Figure 1. Pin map (run 1).
Pins as bars across the die edge, other pins in grey.
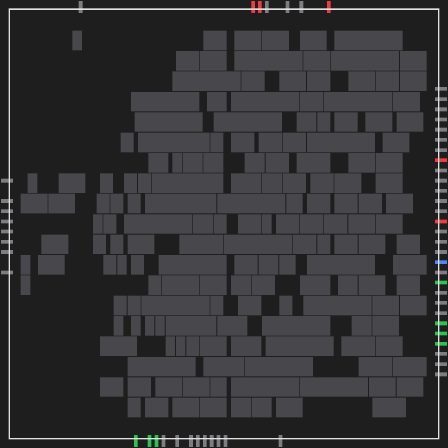
Figure 2. Drive-strength map (run 1).
Scale bar: 20 um.
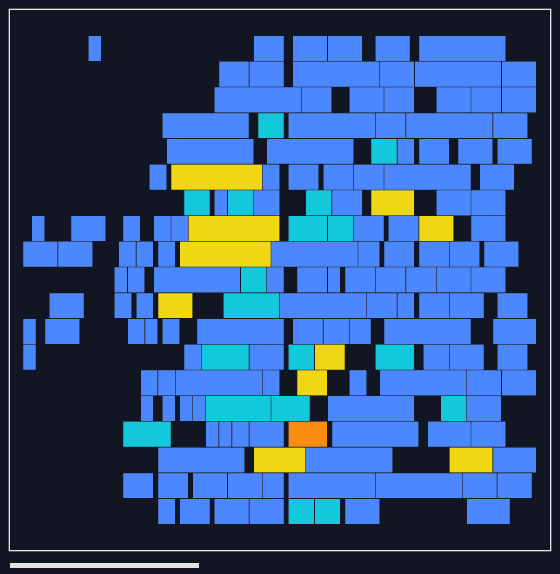
Figure 3. Placement by cell class (run 1).
Scale bar: 20 um.
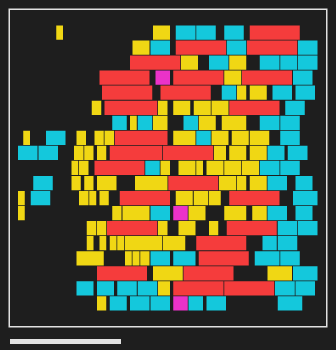
Figure 4. The clock network (run 1).
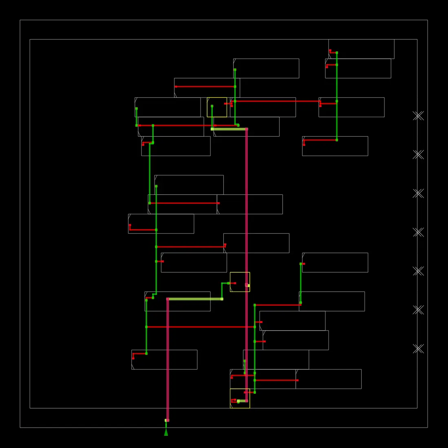
## src/rtl/pipe_ctrl_unit_if.sv

```systemverilog
// pipe_ctrl_unit_if: ID-stage request inputs and per-stage control/hazard outputs of pipe_ctrl_unit.
interface pipe_ctrl_unit_if #(
  parameter int OPCODE_W = 7,
  parameter int REG_AW = 5,
  parameter int ALUOP_W = 2
);
  logic id_valid;
  logic [OPCODE_W-1:0] id_opcode;
  logic [REG_AW-1:0] id_rs1;
  logic [REG_AW-1:0] id_rs2;
  logic [REG_AW-1:0] id_rd;
  logic ex_branch_taken;
  logic stall;
  logic flush;
  logic illegal_op;
  logic ex_alusrc;
  logic ex_branch;
  logic [ALUOP_W-1:0] ex_aluop;
  logic mem_memread;
  logic mem_memwrite;
  logic wb_regwrite;
  logic wb_memtoreg;
  logic [REG_AW-1:0] ex_rd;
  logic [REG_AW-1:0] mem_rd;
  logic [REG_AW-1:0] wb_rd;
  logic [1:0] fwd_a;
  logic [1:0] fwd_b;
  modport master (
    output id_valid, id_opcode, id_rs1, id_rs2, id_rd, ex_branch_taken,
    input stall, flush, illegal_op, ex_alusrc, ex_branch, ex_aluop, mem_memread, mem_memwrite,
    input wb_regwrite, wb_memtoreg, ex_rd, mem_rd, wb_rd, fwd_a, fwd_b
  );
  modport slave (
    input id_valid, id_opcode, id_rs1, id_rs2, id_rd, ex_branch_taken,
    output stall, flush, illegal_op, ex_alusrc, ex_branch, ex_aluop, mem_memread, mem_memwrite,
    output wb_regwrite, wb_memtoreg, ex_rd, mem_rd, wb_rd, fwd_a, fwd_b
  );
endinterface

```

## src/rtl/pipe_ctrl_unit.sv

```systemverilog
// pipe_ctrl_unit: RV32 5-stage control decode, EX/MEM/WB control registers, stall/flush and forwarding selects.
// Define PIPE_CTRL_FWD_EN for operand forwarding; otherwise RAW hazards stall until the producer reaches WB.
module pipe_ctrl_unit #(
  parameter int OPCODE_W = 7,
  parameter int REG_AW = 5,
  parameter int ALUOP_W = 2
) (
  input logic clk,
  input logic rst_n,
  pipe_ctrl_unit_if.slave bus
);
  localparam logic [OPCODE_W-1:0] OP_R = 7'b0110011;
  localparam logic [OPCODE_W-1:0] OP_I = 7'b0010011;
  localparam logic [OPCODE_W-1:0] OP_LD = 7'b0000011;
  localparam logic [OPCODE_W-1:0] OP_ST = 7'b0100011;
  localparam logic [OPCODE_W-1:0] OP_BR = 7'b1100011;
  typedef struct packed {
    logic alusrc;
    logic memtoreg;
    logic regwrite;
    logic memread;
    logic memwrite;
    logic branch;
    logic [ALUOP_W-1:0] aluop;
  } ctrl_t;
  ctrl_t dec, idCtrl, exCtrl;
  logic hit, rs2Used, live, useRs1, useRs2;
  logic exMatch, memMatch, hazard, flushNow, bubble;
  logic memRead, memWrite, memRegwrite, memMemtoreg, wbRegwrite, wbMemtoreg;
  logic [REG_AW-1:0] exRd, memRd, wbRd;
  always_comb begin
    dec = '0;
    rs2Used = 1'b0;
    hit = 1'b1;
    case (bus.id_opcode)
      OP_R: begin dec = 8'b0010_0010; rs2Used = 1'b1; end
      OP_I: dec = 8'b1010_0010;
      OP_LD: dec = 8'b1111_0000;
      OP_ST: begin dec = 8'b1000_1000; rs2Used = 1'b1; end
      OP_BR: begin dec = 8'b0000_0101; rs2Used = 1'b1; end
      default: hit = 1'b0;
    endcase
  end
  assign live = bus.id_valid & hit;
  assign useRs1 = live;
  assign useRs2 = live & rs2Used;
  assign bus.illegal_op = bus.id_valid & ~hit;
  always_comb begin
    idCtrl = live ? dec : '0;
    idCtrl.regwrite = idCtrl.regwrite & (bus.id_rd != '0);
  end
  assign exMatch = (exRd != '0) & ((useRs1 & (exRd == bus.id_rs1)) | (useRs2 & (exRd == bus.id_rs2)));
  assign memMatch = (memRd != '0) & ((useRs1 & (memRd == bus.id_rs1)) | (useRs2 & (memRd == bus.id_rs2)));
  assign flushNow = exCtrl.branch & bus.ex_branch_taken;
`ifdef PIPE_CTRL_FWD_EN
  logic [REG_AW-1:0] exRs1, exRs2;
  assign hazard = exCtrl.memread & exMatch;
  // sources are zeroed when unused so x0 or garbage fields never select a bypass
  always_ff @(posedge clk or negedge rst_n) begin
    if (!rst_n) begin
      exRs1 <= '0;
      exRs2 <= '0;
    end else begin
      exRs1 <= (bubble | ~useRs1) ? '0 : bus.id_rs1;
      exRs2 <= (bubble | ~useRs2) ? '0 : bus.id_rs2;
    end
  end
  assign bus.fwd_a = (memRegwrite && memRd != '0 && memRd == exRs1) ? 2'b10 :
                     (wbRegwrite && wbRd == exRs1) ? 2'b01 : 2'b00;
  assign bus.fwd_b = (memRegwrite && memRd != '0 && memRd == exRs2) ? 2'b10 :
                     (wbRegwrite && wbRd == exRs2) ? 2'b01 : 2'b00;
`else
  assign hazard = (exCtrl.regwrite & exMatch) | (memRegwrite & memMatch);
  assign bus.fwd_a = 2'b00;
  assign bus.fwd_b = 2'b00;
`endif
  assign bus.flush = flushNow;
  assign bus.stall = hazard & ~flushNow;
  assign bubble = flushNow | hazard;
  always_ff @(posedge clk or negedge rst_n) begin
    if (!rst_n) begin
      exCtrl <= '0;
      exRd <= '0;
      memRead <= 1'b0;
      memWrite <= 1'b0;
      memRegwrite <= 1'b0;
      memMemtoreg <= 1'b0;
      memRd <= '0;
      wbRegwrite <= 1'b0;
      wbMemtoreg <= 1'b0;
      wbRd <= '0;
    end else begin
      exCtrl <= bubble ? '0 : idCtrl;
      exRd <= (bubble | ~live) ? '0 : bus.id_rd;
      memRead <= exCtrl.memread;
      memWrite <= exCtrl.memwrite;
      memRegwrite <= exCtrl.regwrite;
      memMemtoreg <= exCtrl.memtoreg;
      memRd <= exRd;
      wbRegwrite <= memRegwrite;
      wbMemtoreg <= memMemtoreg;
      wbRd <= memRd;
    end
  end
  assign bus.ex_alusrc = exCtrl.alusrc;
  assign bus.ex_branch = exCtrl.branch;
  assign bus.ex_aluop = exCtrl.aluop;
  assign bus.ex_rd = exRd;
  assign bus.mem_memread = memRead;
  assign bus.mem_memwrite = memWrite;
  assign bus.mem_rd = memRd;
  assign bus.wb_regwrite = wbRegwrite;
  assign bus.wb_memtoreg = wbMemtoreg;
  assign bus.wb_rd = wbRd;
endmodule

```

## src/flat_wrapper.sv

```systemverilog
// flat-port wrapper written by rule: the top's interface ports become plain ports
module pipe_ctrl_unit_flat 
#(
  parameter int OPCODE_W = 7,
  parameter int REG_AW = 5,
  parameter int ALUOP_W = 2
)
  (clk, rst_n, bus_id_valid, bus_id_opcode, bus_id_rs1, bus_id_rs2, bus_id_rd, bus_ex_branch_taken, bus_stall, bus_flush, bus_illegal_op, bus_ex_alusrc, bus_ex_branch, bus_ex_aluop, bus_mem_memread, bus_mem_memwrite, bus_wb_regwrite, bus_wb_memtoreg, bus_ex_rd, bus_mem_rd, bus_wb_rd, bus_fwd_a, bus_fwd_b);
  pipe_ctrl_unit_if #(.OPCODE_W(OPCODE_W), .REG_AW(REG_AW), .ALUOP_W(ALUOP_W)) bus_i ();
  input logic clk;
  input logic rst_n;
  input wire logic [$bits(bus_i.id_valid)-1:0] bus_id_valid;
  input wire logic [$bits(bus_i.id_opcode)-1:0] bus_id_opcode;
  input wire logic [$bits(bus_i.id_rs1)-1:0] bus_id_rs1;
  input wire logic [$bits(bus_i.id_rs2)-1:0] bus_id_rs2;
  input wire logic [$bits(bus_i.id_rd)-1:0] bus_id_rd;
  input wire logic [$bits(bus_i.ex_branch_taken)-1:0] bus_ex_branch_taken;
  output wire logic [$bits(bus_i.stall)-1:0] bus_stall;
  output wire logic [$bits(bus_i.flush)-1:0] bus_flush;
  output wire logic [$bits(bus_i.illegal_op)-1:0] bus_illegal_op;
  output wire logic [$bits(bus_i.ex_alusrc)-1:0] bus_ex_alusrc;
  output wire logic [$bits(bus_i.ex_branch)-1:0] bus_ex_branch;
  output wire logic [$bits(bus_i.ex_aluop)-1:0] bus_ex_aluop;
  output wire logic [$bits(bus_i.mem_memread)-1:0] bus_mem_memread;
  output wire logic [$bits(bus_i.mem_memwrite)-1:0] bus_mem_memwrite;
  output wire logic [$bits(bus_i.wb_regwrite)-1:0] bus_wb_regwrite;
  output wire logic [$bits(bus_i.wb_memtoreg)-1:0] bus_wb_memtoreg;
  output wire logic [$bits(bus_i.ex_rd)-1:0] bus_ex_rd;
  output wire logic [$bits(bus_i.mem_rd)-1:0] bus_mem_rd;
  output wire logic [$bits(bus_i.wb_rd)-1:0] bus_wb_rd;
  output wire logic [$bits(bus_i.fwd_a)-1:0] bus_fwd_a;
  output wire logic [$bits(bus_i.fwd_b)-1:0] bus_fwd_b;
  assign bus_i.id_valid = bus_id_valid;
  assign bus_i.id_opcode = bus_id_opcode;
  assign bus_i.id_rs1 = bus_id_rs1;
  assign bus_i.id_rs2 = bus_id_rs2;
  assign bus_i.id_rd = bus_id_rd;
  assign bus_i.ex_branch_taken = bus_ex_branch_taken;
  assign bus_stall = bus_i.stall;
  assign bus_flush = bus_i.flush;
  assign bus_illegal_op = bus_i.illegal_op;
  assign bus_ex_alusrc = bus_i.ex_alusrc;
  assign bus_ex_branch = bus_i.ex_branch;
  assign bus_ex_aluop = bus_i.ex_aluop;
  assign bus_mem_memread = bus_i.mem_memread;
  assign bus_mem_memwrite = bus_i.mem_memwrite;
  assign bus_wb_regwrite = bus_i.wb_regwrite;
  assign bus_wb_memtoreg = bus_i.wb_memtoreg;
  assign bus_ex_rd = bus_i.ex_rd;
  assign bus_mem_rd = bus_i.mem_rd;
  assign bus_wb_rd = bus_i.wb_rd;
  assign bus_fwd_a = bus_i.fwd_a;
  assign bus_fwd_b = bus_i.fwd_b;
  pipe_ctrl_unit #(.OPCODE_W(OPCODE_W), .REG_AW(REG_AW), .ALUOP_W(ALUOP_W)) u_core (.clk(clk), .rst_n(rst_n), .bus(bus_i));
endmodule
```

## config.mk

```make
export PLATFORM = sky130hd
export DESIGN_NAME = pipe_ctrl_unit_flat
export DESIGN_NICKNAME = d
export VERILOG_FILES = /design/src/rtl/pipe_ctrl_unit_if.sv /design/src/rtl/pipe_ctrl_unit.sv /design/src/flat_wrapper.sv
export SDC_FILE = /design/constraint.sdc
export NUM_CORES = 1
export LEC_CHECK = 0
export CORE_UTILIZATION = 40
export DETAILED_ROUTE_END_ITERATION = 8
export GPL_ROUTABILITY_DRIVEN = 0
export GPL_TIMING_DRIVEN = 0
export HOLD_SLACK_MARGIN = 0.06
export PLACE_DENSITY = 0.83
export REMOVE_ABC_BUFFERS = 1
export SKIP_LAST_GASP = 1
export SYNTH_ARGS = -nofsm -noshare
export SYNTH_HDL_FRONTEND = slang
export SYNTH_SLANG_ARGS = --single-unit
```

## constraint.sdc

```tcl
create_clock -name clk -period 2.6 [get_ports clk]
set_clock_uncertainty 0.1 [all_clocks]
set_input_delay 0.39 -clock clk [delete_from_list [all_inputs] [get_ports clk]]
set_output_delay 0.39 -clock clk [all_outputs]
set_load 0.05 [all_outputs]
```

==> results.toml, run 1 <==
# implementation run metrics
[yosys]
syn_area_sq_mm = 0.00121
yosys.cell_count.top_type = "dfrtp_1"
synth_seq_share_pct = 53.6
yosysUniqueCellTypes = 27
yosys_most_used_dff = "dfrtp_1"
synth.top_cells.by_count = "26 x dfrtp_1, 14 x nor3_1, 14 x xor2_1"
yosysTopAreaCell = "dfrtp_1"
synthAoiAreaFrac_pct = 5.05
syn_avg_cell_area_sq_um = 11.1
netlist_instances = 109
ys_cells = 109
yosysChipArea_sq_mm = 0.00121
area_leaders = "dfrtp_1 54%, xor2_1 10%, nor3_1 5.8%, buf_4 4.3%, xnor2_1 4.3%"
logic_family = "simple AND/OR/NAND/NOR gates"
top_cell_area_share_pct = 53.6
xor_area_share_pct = 14.4
adder_share_pct = 0
async_reset_ff_share_pct = 100
edf_count = 0
synth_flop_count = 26
mux_share_pct = 0
ys_sh_simple_pct = 21.4
yosysWarnings = 0

[final_timing]
worstMarginPinSlew_ps = 1110
min_period_ps = 2580
finalMaxSlewViolations = 0
setup_viol = 0
relSlewSlack_pct = 25.5
hold_viol_final = 0
period_used_pct = 99.3
fmax_mhz = 387

[floorplan]
top_level_ports = 56
fp_util_pct = 43.3
chip_area_sq_mm = 0.00326
rows = 19
core_region_area_sq_mm = 0.00281

[min_path]
hold_start = "u_core.exCtrl[4]"
worstHoldPathCells = 0
hold_class = "reg2reg"
min_to = "u_core.memMemtoreg"

[global_routing]
top_usage_layer = "met2"
grt_pass1_vias = 907
grt_max_degree = 27
grt_util_all_layers_pct = 17.4
grt_util_met2_pct = 28.1
grtUsageMet3_pct = 3.40
grt_antenna_before_repair = 0
grt_pass1_wl_um = 4310
met1_usage_pct = 21.9
overflow = 0

[routing]
dr_wl_met2_um = 1450
route.detailed.wl_per_inst_um = 15.4
ant_nets = 0
drc_errors = 14
vias = 1016
met3_length_um = 216
initialDrtViolationCount = 31
firstDrtPassIters = 6
drt-met1-wl_um = 1280
wirelength_um = 3030
top_layer_used = "met4"
viasPerCell = 5.16

[setup_path]
rr_endpoint = "u_core.bus.ex_alusrc"
critPathMaxFanout = 2
critPathKind = "in2out"
cp.required_ps = 2110
r2r-start = "u_core.bus.ex_rd[2]"
rr_worst_depth = 7
worstPathArrival_ps = 2090
crit_start = "bus_id_rs2[2]"
start_kind = "primary input"
r2r_slack_ps = 370
end_kind = "output pin"

[flow_run]
log.warning_count = 26
drv_cap = 0

[power]
peakVddDrop_mv = 0.191
p_leak_nw = 0.881
power.density_mw_per_mm2 = 375

[clock_network]
cts-root-buf = "clkbuf_4"
h-tree-depth = 1
clockBufferDepth = 2
ctsResizeCount = 21
cts_tree = "done"
postCtsSetupBuffers = 3
cts_hold_buffers = 0
path_clk_slew_ps = 130
clock_sinks = 26

[cells_and_area]
layout_top_cells = "39 x clkdlybuf4s50_1, 23 x dfrtp_1, 14 x xor2_1"
fillers = 211
lay_top_count = "clkdlybuf4s50_1"
layout-drive-gt1-share_pct = 17.5
nNetsFinal = 194
antenna_cells = 0

[status]
outcome = "finished, violations left"
violations = "DRC"

[placed_design]
place_ws_ps = -1260
dpl.hpwl_um = 2080
post_dp_cell_area_sq_mm = 0.00171
-- Figure 1 (at the start) --
bus_id_opcode -> green  # pins 7, direction input, edge 4 east, 3 south
bus_id_valid -> blue  # pins 1, direction input, edge east
bus_ex_rd -> red  # pins 5, direction output, edge 3 north, 2 east
all pins by edge = 29 east, 12 south, 8 west, 7 north
PortBufs: 51
Die W: 57.1 um

-- Figure 2 (at the start) --
x2 -> yellow  # cells 10, share 6.0%
x3 and x4 -> cyan  # cells 18, share 11%
x1 and smaller -> blue  # cells 137, share 83%
x6 and larger -> orange  # cells 1, share 0.60%
design area: 0.00186 sq mm
setup ws final: 17.4 ps
area delta synth->final: 52.7%
non-clock buffer total of the final layout: 59

-- Figure 3 (at the start) --
remaining logic cells -> yellow  # cells 78, share of their area 31%
sequential cells -> red  # cells 26, share of their area 36%
clock-net drivers -> magenta  # cells 3, share of their area 1.2%
remaining buffers and delay cells -> cyan  # cells 59, share of their area 32%
Seq/total area: 35.3%
Final Core Density: 66.1%

-- Figure 4 (at the start) --
clk latency late pin: 330 ps
Clock Power: 0.000169 W
Flops: 26
Num CTS Buffers: 3

[run 1: where the power goes]
part	switching, W	internal, W
Clock	0.000114	0.0000545
Combinational	0.0000659	0.0000518
Sequential	0.00000228	0.000407
[run 1: worst max-delay path: stages]
cell and delay (ps):
clkdlybuf4s50_1 490, xor2_1 180, or4_4 530, a21oi_4 160
a2bb2oi_2 160, buf_6 170
[run 1: flip-flops by register name, indices dropped and copies added, names as in the netlist]
| name | flops |
|---|---|
| u_core.bus.wb_memtoreg | 1 |
| u_core.bus.ex_aluop | 2 |
| u_core.memMemtoreg | 1 |
| u_core.bus.ex_alusrc | 1 |
| u_core.bus.ex_rd | 5 |
| u_core.bus.wb_regwrite | 1 |
| u_core.bus.mem_memwrite | 1 |
| u_core.bus.mem_rd | 5 |
| u_core.exCtrl | 3 |
| u_core.bus.wb_rd | 5 |
| u_core.memRegwrite | 1 |
[run 1: through the flow]
| step | hold slack [ps] | setup TNS (ps) | total power [W] | std cells |
|---|---|---|---|---|
| after floorplan | -5.59 | -526 | 0.000465 | 104 |
| after global placement | 233 | -2400 | 0.000529 | 186 |
| after detailed placement | 235 | -2510 | 0.000530 | 186 |
| after CTS | 264 | -107 | 0.000695 | 192 |
| after global routing | 275 | -11.2 | 0.000716 | 197 |
| final | 264 | 0 | 0.000695 | 197 |
[run 1: worst max-delay path by stage]
stage,end,slack [ps],cells past startpoint
2_1_floorplan,bus_stall,-530,5
3_3_place_gp,bus_stall,-1250,7
3_5_place_dp,bus_stall,-1260,7
4_1_cts,bus_stall,-110,7
5_1_grt,bus_stall,-10,6
6_report,bus_stall,20,6
[run 1: area by class of cell]
type	instances	area (sq um)	share of cell area, %
multi-input combinational	78	567	30.5
tap	31	38.8	2.09
timing repair buffer	59	573	30.9
clock buffer	3	22.5	1.21
sequential	26	654	35.3
## Run 2: what changed since run 1
--- a/config.mk
+++ b/config.mk
@@ -6,12 +6,12 @@
 export NUM_CORES = 1
 export LEC_CHECK = 0
 export CORE_UTILIZATION = 40
+export CTS_CLUSTER_DIAMETER = 40
 export DETAILED_ROUTE_END_ITERATION = 8
 export GPL_ROUTABILITY_DRIVEN = 0
 export GPL_TIMING_DRIVEN = 0
 export HOLD_SLACK_MARGIN = 0.06
 export PLACE_DENSITY = 0.83
-export REMOVE_ABC_BUFFERS = 1
 export SKIP_LAST_GASP = 1
 export SYNTH_ARGS = -nofsm -noshare
 export SYNTH_HDL_FRONTEND = slang
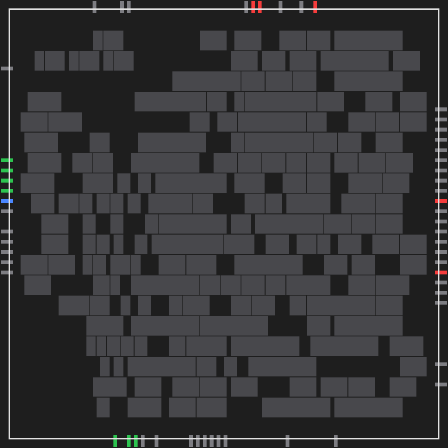
Figure 5: run 2, pin map.
Pins as bars across the die edge, other pins in grey.
bus_id_opcode -> green  # pins 7, direction input, edge 4 west, 3 south
bus_ex_rd -> red  # pins 5, direction output, edge 3 north, 2 east
bus_id_valid -> blue  # pins 1, direction input, edge west
Die Span Y: 57.1 um

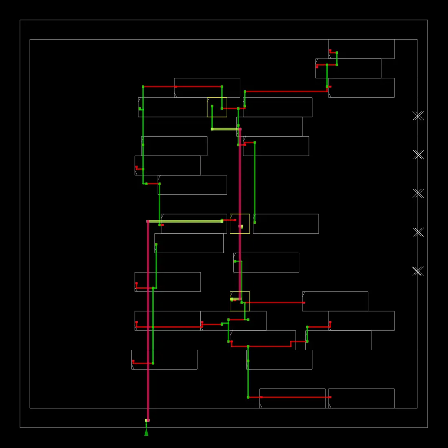
Figure 6: run 2, the clock network.
clk latency late pin: 310 ps
Clock Power: 0.000162 W
CLK BUF: 3
clk sinks: 26

==> run 2 against run 1 <==
  * The run ends with DRC, setup timing left
  * Synthesized cell count stayed put
  * Worst setup slack got worse by 31 ps
  * Core utilization is 4.0 points higher
  * Critical path type is now reg2out
  * Largest cell class is now buffers
==> results.toml, run 2 <==
# implementation run metrics
[cells_and_area]
layout_top_cells = "39 x clkdlybuf4s50_1, 22 x dfrtp_1, 18 x buf_4"
antenna_cells = 0
layout-drive-gt1-share_pct = 25.4
syn_to_final_growth_pct = 61.9
final-comb-area_sq_um = 576
fillers = 214

[min_path]
hold_class = "in2reg"

[yosys]
edf_count = 0
synth_seq_share_pct = 53.6
yosys.cell_count.top_type = "dfrtp_1"
logic_family = "simple AND/OR/NAND/NOR gates"
yosys_most_used_dff = "dfrtp_1"
ys_cells = 109
netlist_instances = 109
xor_area_share_pct = 14.4
mux_share_pct = 0
syn_avg_cell_area_sq_um = 11.1
synthAoiAreaFrac_pct = 5.05
async_reset_ff_share_pct = 100

[clock_network]
cts-root-buf = "clkbuf_4"
ctsResizeCount = 13
cts_tree = "done"
cts_hold_buffers = 0
path_clk_slew_ps = 130
h-tree-depth = 1
postCtsSetupBuffers = 3
cts-buffers-inserted = 3

[global_routing]
grtUsageMet3_pct = 2.72
grt_antenna_before_repair = 0
top_usage_layer = "met2"
met1_usage_pct = 22.3

[status]
outcome = "finished, violations left"
violations = "DRC, setup timing"

[setup_path]
slowest_stage = "or4_4"
critPathMaxFanout = 2
worstPathArrival_ps = 2120
rr_worst_depth = 7
slowest_delay_ps = 570
end_kind = "output pin"
crit_chain = "xnor2_1 -> nand4_1 -> or4_4 -> a21oi_4 -> a2bb2oi_2 -> buf_6"
cp_top_family = "simple AND/OR/NAND/NOR gates"

[final_timing]
setup_viol = 1
hold_viol_final = 0
layout_setup_ws_ps = -13.8
worstMarginPinSlew_ps = 1100
period_used_pct = 101
relSlewSlack_pct = 26.5
finalMaxSlewViolations = 0
fmax_mhz = 383

[routing]
wirelength_um = 2970
vias = 1055
route.detailed.wl_per_inst_um = 14.3
ant_nets = 0
firstDrtPassIters = 6
drc_errors = 11

[placed_design]
post_dp_cell_area_sq_mm = 0.00178
port_buffers = 51

[power]
p_comb_w = 0.000127
power_frac_comb_pct = 18.2
seq-power_w = 0.000409
power.density_mw_per_mm2 = 355

[floorplan]
core_region_area_sq_mm = 0.00281
fp_util_pct = 43.3
chip_area_sq_mm = 0.00326
rows = 19

[flow_run]
drv_cap = 0
log.warning_count = 27
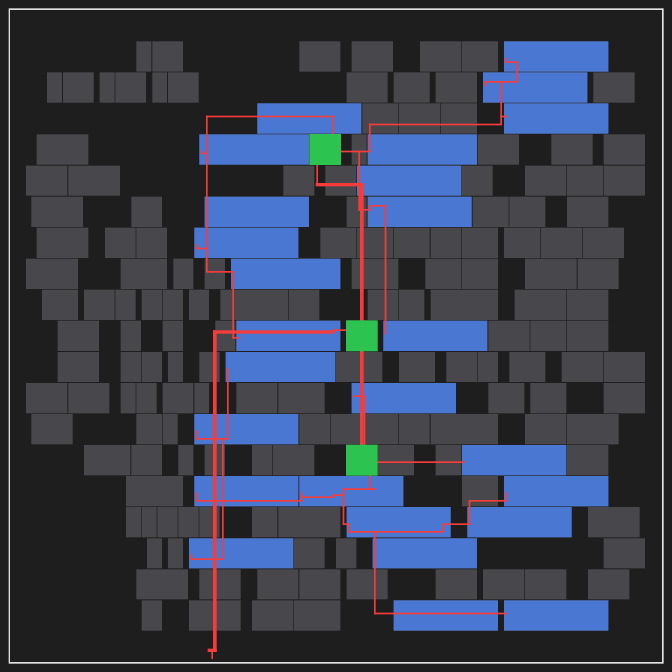
Figure 7: run 2, clock wires, drivers and flops.
clock wires -> red  # length 258 um
clock-net drivers -> green  # count 3
flip-flops -> blue  # count 26
routed clock nets = 4
clock share of power: 23.2%

[run 2: final timing paths]
kind	start	endpoint	slack [ps]
max	u_core.bus.ex_rd[4]	bus_stall	-10
min	bus_id_opcode[4]	u_core.bus.ex_aluop[1]	270
max reg2reg	u_core.bus.ex_rd[1]	u_core.bus.ex_rd[1]	430
min reg2reg	u_core.exCtrl[3]	u_core.bus.mem_memwrite	270
max in group asynchronous	rst_n	u_core.bus.mem_rd[1]	1110
min in group asynchronous	rst_n	u_core.bus.wb_memtoreg	550
[run 2: worst reg2reg max path: cells and delay by family, from the launching register on]
family,cells,cell delay (ps)
AND-OR/OR-AND,2,420
buffers and inverters,3,410
flip-flops,1,460
AND/OR/NAND/NOR,2,710
[run 2: metal layers]
| metal | routed length (um) | vias to the layer above | part of all wire, % |
|---|---|---|---|
| li1 | - | 508 | - |
| met1 | 1220 | 501 | 41 |
| met2 | 1520 | 41 | 51 |
| met3 | 171 | 5 | 5.8 |
| met4 | 51 | 0 | 1.7 |
| met5 | 0 | - | 0 |
[run 2: cells by family (layout without fill, tap and decap cells)]
| family | Yosys count | count (layout) |
|---|---|---|
| AOI/OAI and AO/OA | 9 | 9 |
| xor gates and xnor gates | 20 | 20 |
| buffers and inverters | 8 | 73 |
| DFF | 26 | 26 |
| other | 1 | 4 |
| and+or+nand+nor | 45 | 45 |
[run 2: area by class of cell]
class,count,share of cell area [%]
flip-flops and latches,26,33.3
clock buffers,3,1.15
multi-input cells,78,29.3
repair buffers,62,31.0
well taps,31,1.97
plain buffers,8,3.24
[run 2: stage by stage]
stage	setup slack (ps)	utilization, %	std cells	hold WS, ps
after global placement	-979	63.5	194	235
after global routing	-90.0	70.1	208	270
after floorplan	18.2	-	112	-5.59
final	-13.8	70.1	208	268
after detailed placement	-990	63.5	194	241
after CTS	-196	65.6	200	271
## Run 3: what changed since run 2
--- a/config.mk
+++ b/config.mk
@@ -5,6 +5,7 @@
 export SDC_FILE = /design/constraint.sdc
 export NUM_CORES = 1
 export LEC_CHECK = 0
+export CORE_ASPECT_RATIO = 0.8
 export CORE_UTILIZATION = 40
 export CTS_CLUSTER_DIAMETER = 40
 export DETAILED_ROUTE_END_ITERATION = 8
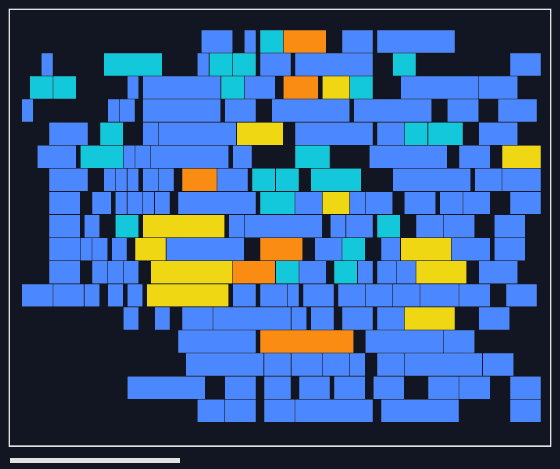
Figure 8: run 3, drive-strength map.
Scale bar: 20 um.
x3 and x4 -> cyan  # cells 23, share 13%
x6 and larger -> orange  # cells 6, share 3.4%
x2 -> yellow  # cells 11, share 6.2%
x1 and smaller -> blue  # cells 137, share 77%
area delta synth->final: 66.1%
setup ws final: -27.0 ps

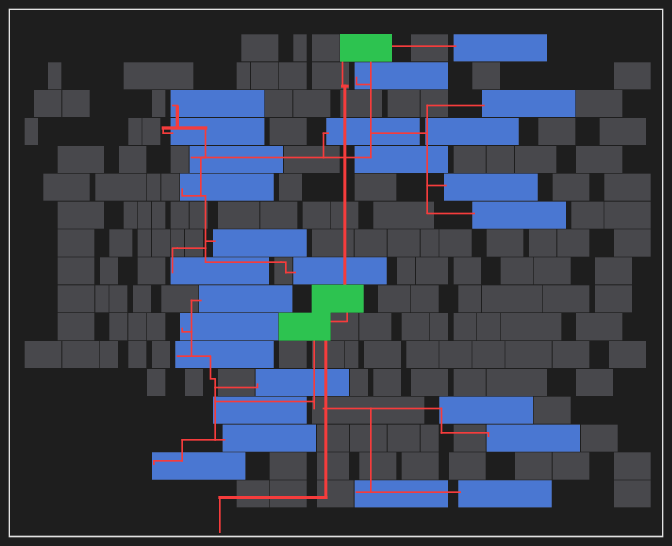
Figure 9: run 3, clock wires, drivers and flops.
clock wires -> red  # length 267 um
clock-net drivers -> green  # count 3
flip-flops -> blue  # count 26
routed clock nets = 4
clk latency late pin: 270 ps
Clock Power: 0.000329 W
clock share of power: 38.0%

==> run 3 against run 2 <==
  * The flow finishes with violations (setup timing)
  * Power increased by 24%
  * Worst setup slack got worse by 13 ps
  * Combinational power about the same
  * Final cell count increased by 3.4%
  * Clock power increased by 100%
  * Routed wire length increased by 8.6%
  * Synthesized cell count unchanged
  * Highest routed layer unchanged
==> results.toml, run 3 <==
# implementation run metrics
[status]
outcome = "finished, violations left"
violations = "setup timing"

[clock_network]
clock_sinks = 26
clockBufferDepth = 2
h-tree-depth = 1
cts_hold_buffers = 0
cts-root-buf = "clkbuf_8"
cts_tree = "done"
path_clk_slew_ps = 90
cts-buffers-inserted = 3

[final_timing]
finalMaxSlewViolations = 0
layout_setup_ws_ps = -27.0
min_period_ps = 2630
setup_viol = 1
rsz0062_at_grt = "yes"
relSlewSlack_pct = 25.3
worstMarginPinSlew_ps = 1120
fmax_mhz = 381
setup_tns_ps = -27.0
hold_viol_final = 0
hold_ws_ps = 255
period_used_pct = 101

[yosys]
yosysChipArea_sq_mm = 0.00121
edf_count = 0
synth_seq_share_pct = 53.6
xor_area_share_pct = 14.4
syn_avg_cell_area_sq_um = 11.1
yosys_most_used_dff = "dfrtp_1"
ys_cells = 109
logic_family = "simple AND/OR/NAND/NOR gates"
syn_area_sq_mm = 0.00121
async_reset_ff_share_pct = 100
netlist_instances = 109
area_leaders = "dfrtp_1 54%, xor2_1 10%, nor3_1 5.8%, buf_4 4.3%, xnor2_1 4.3%"
yosysWarnings = 0
synth_flop_count = 26
yosysTopAreaCell = "dfrtp_1"
synth.top_cells.by_count = "26 x dfrtp_1, 14 x nor3_1, 14 x xor2_1"
mux_share_pct = 0
ys_sh_simple_pct = 21.4
yosys.cell_count.top_type = "dfrtp_1"
top_cell_area_share_pct = 53.6
yosysUniqueCellTypes = 27
synthAoiAreaFrac_pct = 5.05
adder_share_pct = 0

[flow_run]
log.warning_count = 28
drv_cap = 0

[global_routing]
grt_pass1_wl_um = 4690
grt_antenna_before_repair = 0
grt_pass1_vias = 974
grt_util_all_layers_pct = 19.4
grt_max_degree = 27
overflow = 0

[setup_path]
end_kind = "output pin"
slowest_stage = "or4_4"
worstPathArrival_ps = 2140
critPathKind = "in2out"
crit_chain = "clkdlybuf4s50_1 -> xor2_1 -> or4_4 -> a21oi_4 -> a2bb2oi_2 -> buf_6"
start_kind = "primary input"
critPathMaxFanout = 3
slowest_delay_ps = 530
cp_top_family = "buffers and inverters"
cp_num_buf_inv = 2
cp.required_ps = 2110

[power]
switchingPower_w = 0.000192
p_int_w = 0.000673
peakVddDrop_mv = 0.233
power_frac_comb_pct = 14.7
seq_power_share_pct = 47.3
switching_share_pct = 22.2
p_leak_nw = 1.01
power.density_mw_per_mm2 = 429

[cells_and_area]
antenna_cells = 0
nNetsFinal = 204
layout-drive-gt1-share_pct = 22.6
layout_top_cells = "39 x clkdlybuf4s50_1, 23 x dfrtp_1, 17 x buf_4"
lay_top_count = "clkdlybuf4s50_1"

[routing]
firstDrtPassIters = 4
viasPerCell = 5.00
initialDrtViolationCount = 29
drc_errors = 0
vias = 1076
wirelength_um = 3220
route.detailed.wl_per_inst_um = 15.0
ant_nets = 0

[floorplan]
fp_util_pct = 42.9
top_level_ports = 56
core_region_area_sq_mm = 0.00283
dieHeight_um = 51.3
die_w_um = 63.6
chip_area_sq_mm = 0.00326
rows = 17

[placed_design]
dpl.hpwl_um = 2200
port_buffers = 51
place_ws_ps = -1050

[min_path]
hold_class = "reg2reg"
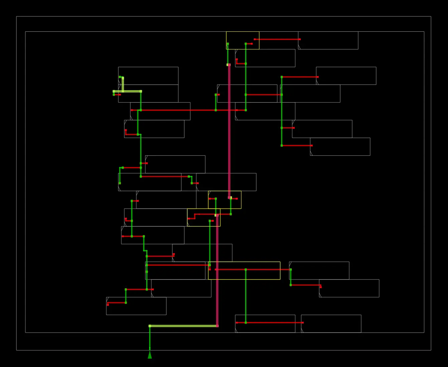
Figure 10: run 3, the clock network.

-- run 3: cell type report --
cell class	instances	area, sq um
fill	203	811
multi-input combinational	78	571
tap	38	47.5
clock inverter	1	30.0
buffer	8	63.8
clock buffer	3	41.3
sequential	26	654
timing repair buffer	61	611
-- run 3: power by group through the flow --
stage	Combinational [W]	Sequential (W)	Clock [W]
after floorplan	0.0000476	0.000424	0
after global placement	0.000119	0.000417	0
after detailed placement	0.000120	0.000417	0
after CTS	0.000121	0.000409	0.000334
after global routing	0.000136	0.000409	0.000352
final	0.000127	0.000409	0.000329
-- run 3: per-layer routing --
metal  share of wire, %  track usage (%)
met4                2.1             8.33
met5                  0                0
met1                 46             25.1
met3                6.0             3.79
met2                 45             31.7
-- run 3: repair_timing --
item,4_1_cts,5_1_grt
endpoints found under the hold margin,0,0
resized,11,21
setup endpoints to repair,2,2
pin swaps,0,10
buffers inserted,0,10
gates cloned,0,0
-- run 3: per-stage QoR --
stage	util [%]	power [W]	instances	instance area, sq um
2_1_floorplan	-	0.000472	112	1230
3_3_place_gp	63.3	0.000535	201	1790
3_5_place_dp	63.3	0.000537	201	1790
4_1_cts	66.2	0.000863	205	1870
5_1_grt	71.3	0.000897	215	2020
6_report	71.3	0.000865	215	2020
-- run 3: path summary, 6_finish.rpt --
check	startpoint	cells past startpoint	to	slack [ps]
max	bus_id_rs2[2]	6	bus_stall	-30
min in group asynchronous	rst_n	1	u_core.bus.wb_rd[4]	620
min reg2reg	u_core.exCtrl[4]	0	u_core.memMemtoreg	250
max in group asynchronous	rst_n	1	u_core.bus.ex_rd[1]	1040
max reg2reg	u_core.bus.ex_rd[1]	6	u_core.exCtrl[4]	510
min	u_core.exCtrl[4]	0	u_core.memMemtoreg	250
Power and IR drop assume default switching activity.
